## src/rtl/bist_pkg.sv

```systemverilog
// Shared BIST definitions: default LFSR/MISR geometry and the analyzer controller states.
package bist_pkg;

    localparam int         MISR_WIDTH = 9;
    localparam logic [8:0] MISR_TAPS  = 9'h021;
    localparam logic [8:0] MISR_SEED  = 9'h000;
    localparam int         MISR_CNT_W = 16;

    typedef enum logic [1:0] {
        ST_IDLE = 2'd0,
        ST_RUN  = 2'd1,
        ST_DONE = 2'd2
    } state_t;

endpackage

```

## src/rtl/misr_core.sv

```systemverilog
// Galois-style multiple-input signature register with a synchronous seed load and word enable.
module misr_core
    import bist_pkg::*;
#(
    parameter int               WIDTH = MISR_WIDTH,
    parameter logic [WIDTH-1:0] TAPS  = MISR_TAPS
) (
    input  logic             clk,
    input  logic             reset,
    input  logic             load_i,
    input  logic [WIDTH-1:0] seed_i,
    input  logic             en_i,
    input  logic [WIDTH-1:0] din_i,
    output logic [WIDTH-1:0] sig_o,
    output logic [WIDTH-1:0] sig_next_o
);

    logic [WIDTH-1:0] sig_q;
    logic [WIDTH-1:0] sig_d;
    logic [WIDTH-1:0] upd;
    logic             fb;

    assign fb = sig_q[WIDTH-1];

    always_comb begin
        // Shift with feedback folded into the tapped bits, then absorb the input word.
        upd   = {sig_q[WIDTH-2:0], 1'b0} ^ (TAPS & {WIDTH{fb}}) ^ din_i;
        sig_d = sig_q;
        if (load_i) begin
            sig_d = seed_i;
        end else if (en_i) begin
            sig_d = upd;
        end
    end

    always_ff @(posedge clk) begin
        if (reset) begin
            sig_q <= '0;
        end else begin
            sig_q <= sig_d;
        end
    end

    assign sig_o      = sig_q;
    assign sig_next_o = upd;

endmodule

```

## src/rtl/misr_signature_analyzer.sv

```systemverilog
// BIST response compactor: counts a programmed number of valid words into a MISR, then grades the signature.
// Handshake: din is consumed on any RUN cycle with din_valid high; there is no backpressure.
module misr_signature_analyzer
    import bist_pkg::*;
#(
    parameter int               WIDTH = MISR_WIDTH,
    parameter logic [WIDTH-1:0] TAPS  = MISR_TAPS,
    parameter logic [WIDTH-1:0] SEED  = MISR_SEED,
    parameter int               CNT_W = MISR_CNT_W
) (
    input  logic             clk,
    input  logic             reset,
    input  logic             start,
    input  logic [CNT_W-1:0] num_pat,
    input  logic             din_valid,
    input  logic [WIDTH-1:0] din,
    input  logic [WIDTH-1:0] golden,
    output logic             busy,
    output logic             done,
    output logic             pass,
    output logic [WIDTH-1:0] signature,
    output logic [CNT_W-1:0] count,
    output state_t           dbg_state
);

    state_t           state_q, state_d;
    logic [CNT_W-1:0] cnt_q, cnt_d;
    logic [CNT_W-1:0] num_q, num_d;
    logic             pass_q, pass_d;
    logic             misr_load;
    logic             misr_en;
    logic [WIDTH-1:0] sig_cur;
    logic [WIDTH-1:0] sig_next;
    logic             last_word;

    misr_core #(
        .WIDTH (WIDTH),
        .TAPS  (TAPS)
    ) u_misr (
        .clk        (clk),
        .reset      (reset),
        .load_i     (misr_load),
        .seed_i     (SEED),
        .en_i       (misr_en),
        .din_i      (din),
        .sig_o      (sig_cur),
        .sig_next_o (sig_next)
    );

    // Compare against the incremented count so no subtraction wraps for a large num_pat.
    assign last_word = ((cnt_q + CNT_W'(1)) == num_q);

    always_comb begin
        state_d   = state_q;
        cnt_d     = cnt_q;
        num_d     = num_q;
        pass_d    = pass_q;
        misr_load = 1'b0;
        misr_en   = 1'b0;
        case (state_q)
            ST_IDLE, ST_DONE: begin
                if (start) begin
                    misr_load = 1'b1;
                    cnt_d     = '0;
                    num_d     = num_pat;
                    if (num_pat == '0) begin
                        state_d = ST_DONE;
                        pass_d  = (SEED == golden);
                    end else begin
                        state_d = ST_RUN;
                        pass_d  = 1'b0;
                    end
                end
            end
            ST_RUN: begin
                if (din_valid) begin
                    misr_en = 1'b1;
                    cnt_d   = cnt_q + CNT_W'(1);
                    if (last_word) begin
                        state_d = ST_DONE;
                        pass_d  = (sig_next == golden);
                    end
                end
            end
            default: begin
                state_d = ST_IDLE;
            end
        endcase
    end

    always_ff @(posedge clk) begin
        if (reset) begin
            state_q <= ST_IDLE;
            cnt_q   <= '0;
            num_q   <= '0;
            pass_q  <= 1'b0;
        end else begin
            state_q <= state_d;
            cnt_q   <= cnt_d;
            num_q   <= num_d;
            pass_q  <= pass_d;
        end
    end

    assign busy      = (state_q == ST_RUN);
    assign done      = (state_q == ST_DONE);
    assign pass      = pass_q;
    assign signature = sig_cur;
    assign count     = cnt_q;
    assign dbg_state = state_q;

endmodule

```

## config.mk

```make
export PLATFORM = sky130hd
export DESIGN_NAME = misr_signature_analyzer
export DESIGN_NICKNAME = d
export VERILOG_FILES = /design/src/rtl/bist_pkg.sv /design/src/rtl/misr_core.sv /design/src/rtl/misr_signature_analyzer.sv
export SDC_FILE = /design/constraint.sdc
export NUM_CORES = 1
export LEC_CHECK = 0
export CAP_MARGIN = 20
export CORE_MARGIN = 8
export CORE_UTILIZATION = 23
export CTS_CLUSTER_DIAMETER = 100
export DETAILED_ROUTE_END_ITERATION = 12
export HOLD_SLACK_MARGIN = 0.02
export PLACE_DENSITY = 0.48
export SLEW_MARGIN = 20
export SYNTH_ARGS = -nofsm -noshare
export SYNTH_HDL_FRONTEND = slang
export SYNTH_HIERARCHICAL = 1
export SYNTH_SLANG_ARGS = --single-unit
```

## constraint.sdc

```tcl
create_clock -name clk -period 4.95 [get_ports clk]
set_input_delay 0.99 -clock clk [delete_from_list [all_inputs] [get_ports clk]]
set_output_delay 0.99 -clock clk [all_outputs]
set_load 0.005 [all_outputs]
```

==> reports/metrics.csv <==
metric,value,unit
cts-hold-fix-buffers,0,
crit_path_end_kind,flip-flop,
post-route-drc-count,0,
holdWs,0.474,ns
worst_setup_hold_path_clk_slew,0.07,ns
rsz0062_at_grt,false,
clk_share,0.0483,
post-synth-top-area-fraction,0.322,
nonClkBufAreaFrac,0.183,
wirelength,8440,um
nonClockInverterCount,4,
synthesis.yosys.warnings,6,
num_tap_cells,147,
netlist-cell-type-count,55,
outcome,completed,
row_count,40,
fp-utilization,0.231,
totalPowerFinal,964,uW
path_buffers,3,
synth-cells-yosys,354,
grt_first_pass_wirelength,14200,um
power.switching,253,uW
min_path_cells,2,
yosys.area_share.xor_xnor,0.131,
use_met1,0.138,
preCtsSetupSlack,1.22,ns
crit_cells,6,
relSlewSlack,0.392,
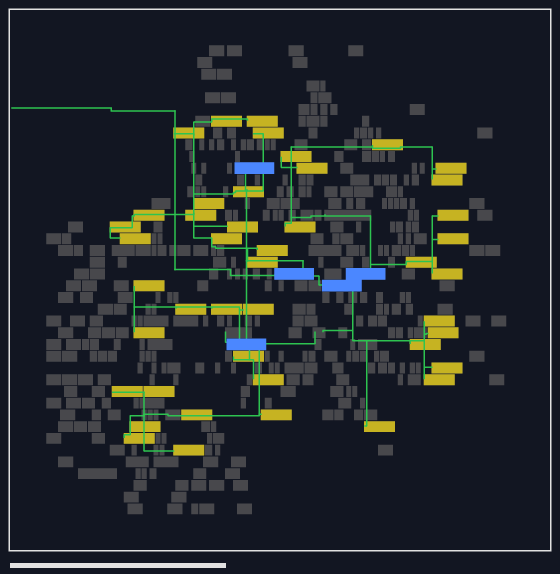
*Clock distribution*
The bar under the picture is 50 um long.
green -> clock wires  # length 680 um
blue -> clock-net drivers  # count 5
yellow -> flip-flops  # count 44
routed clock nets = 6
power of the clock network: 398 uW
clk_lat worst skew: 0.28 ns
clk_skew: 0.00278 ns
share of total power in the clock network: 0.412

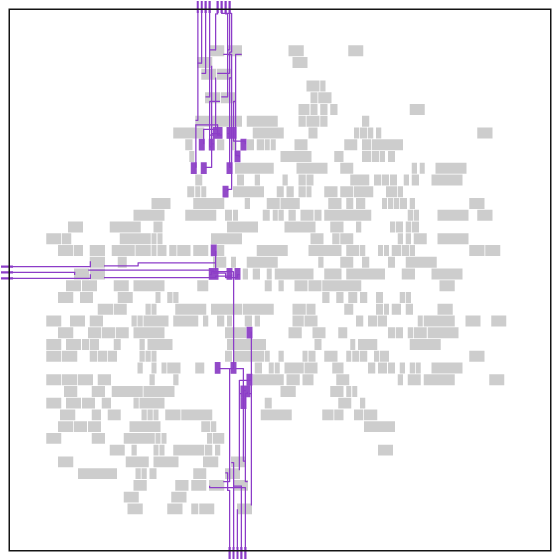
*Wires at chosen ports, followed through buffers*
purple -> num_pat  # bits 16, direction input, end cells 20, buffers 16, wire 719 um
number of port buffers: 67
I/O pin count: 68

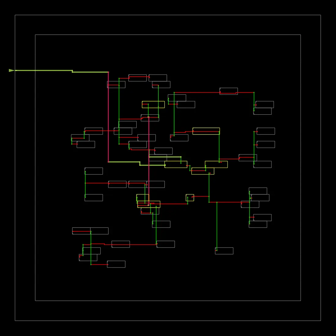
*Clock routing*
total clock buffers created by CTS: 5
final sequential cell count: 44
Clock Buffer Count: 6
Clock Sinks: 44

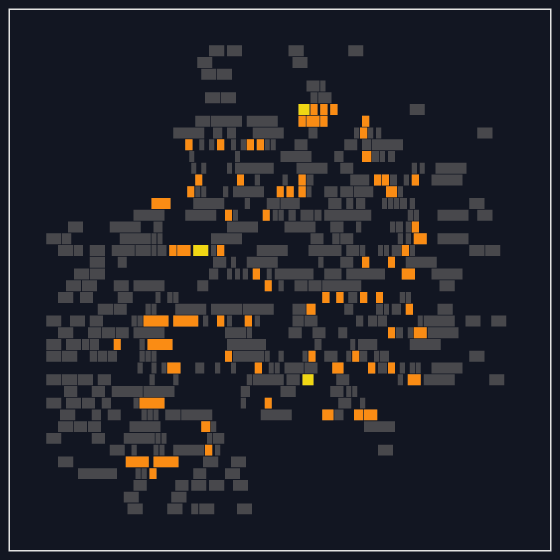
*Gate-type map*
orange -> aoi and oai cells  # cells 71, most used a21oi_1
yellow -> non-inverting ao/oa cells  # cells 3
Final Non-Filler Cells: 560
most common library cell in the layout ignoring fill and taps: sky130_fd_sc_hd__clkdlybuf4s50_1

Power is estimated from default activity; no workload was simulated.
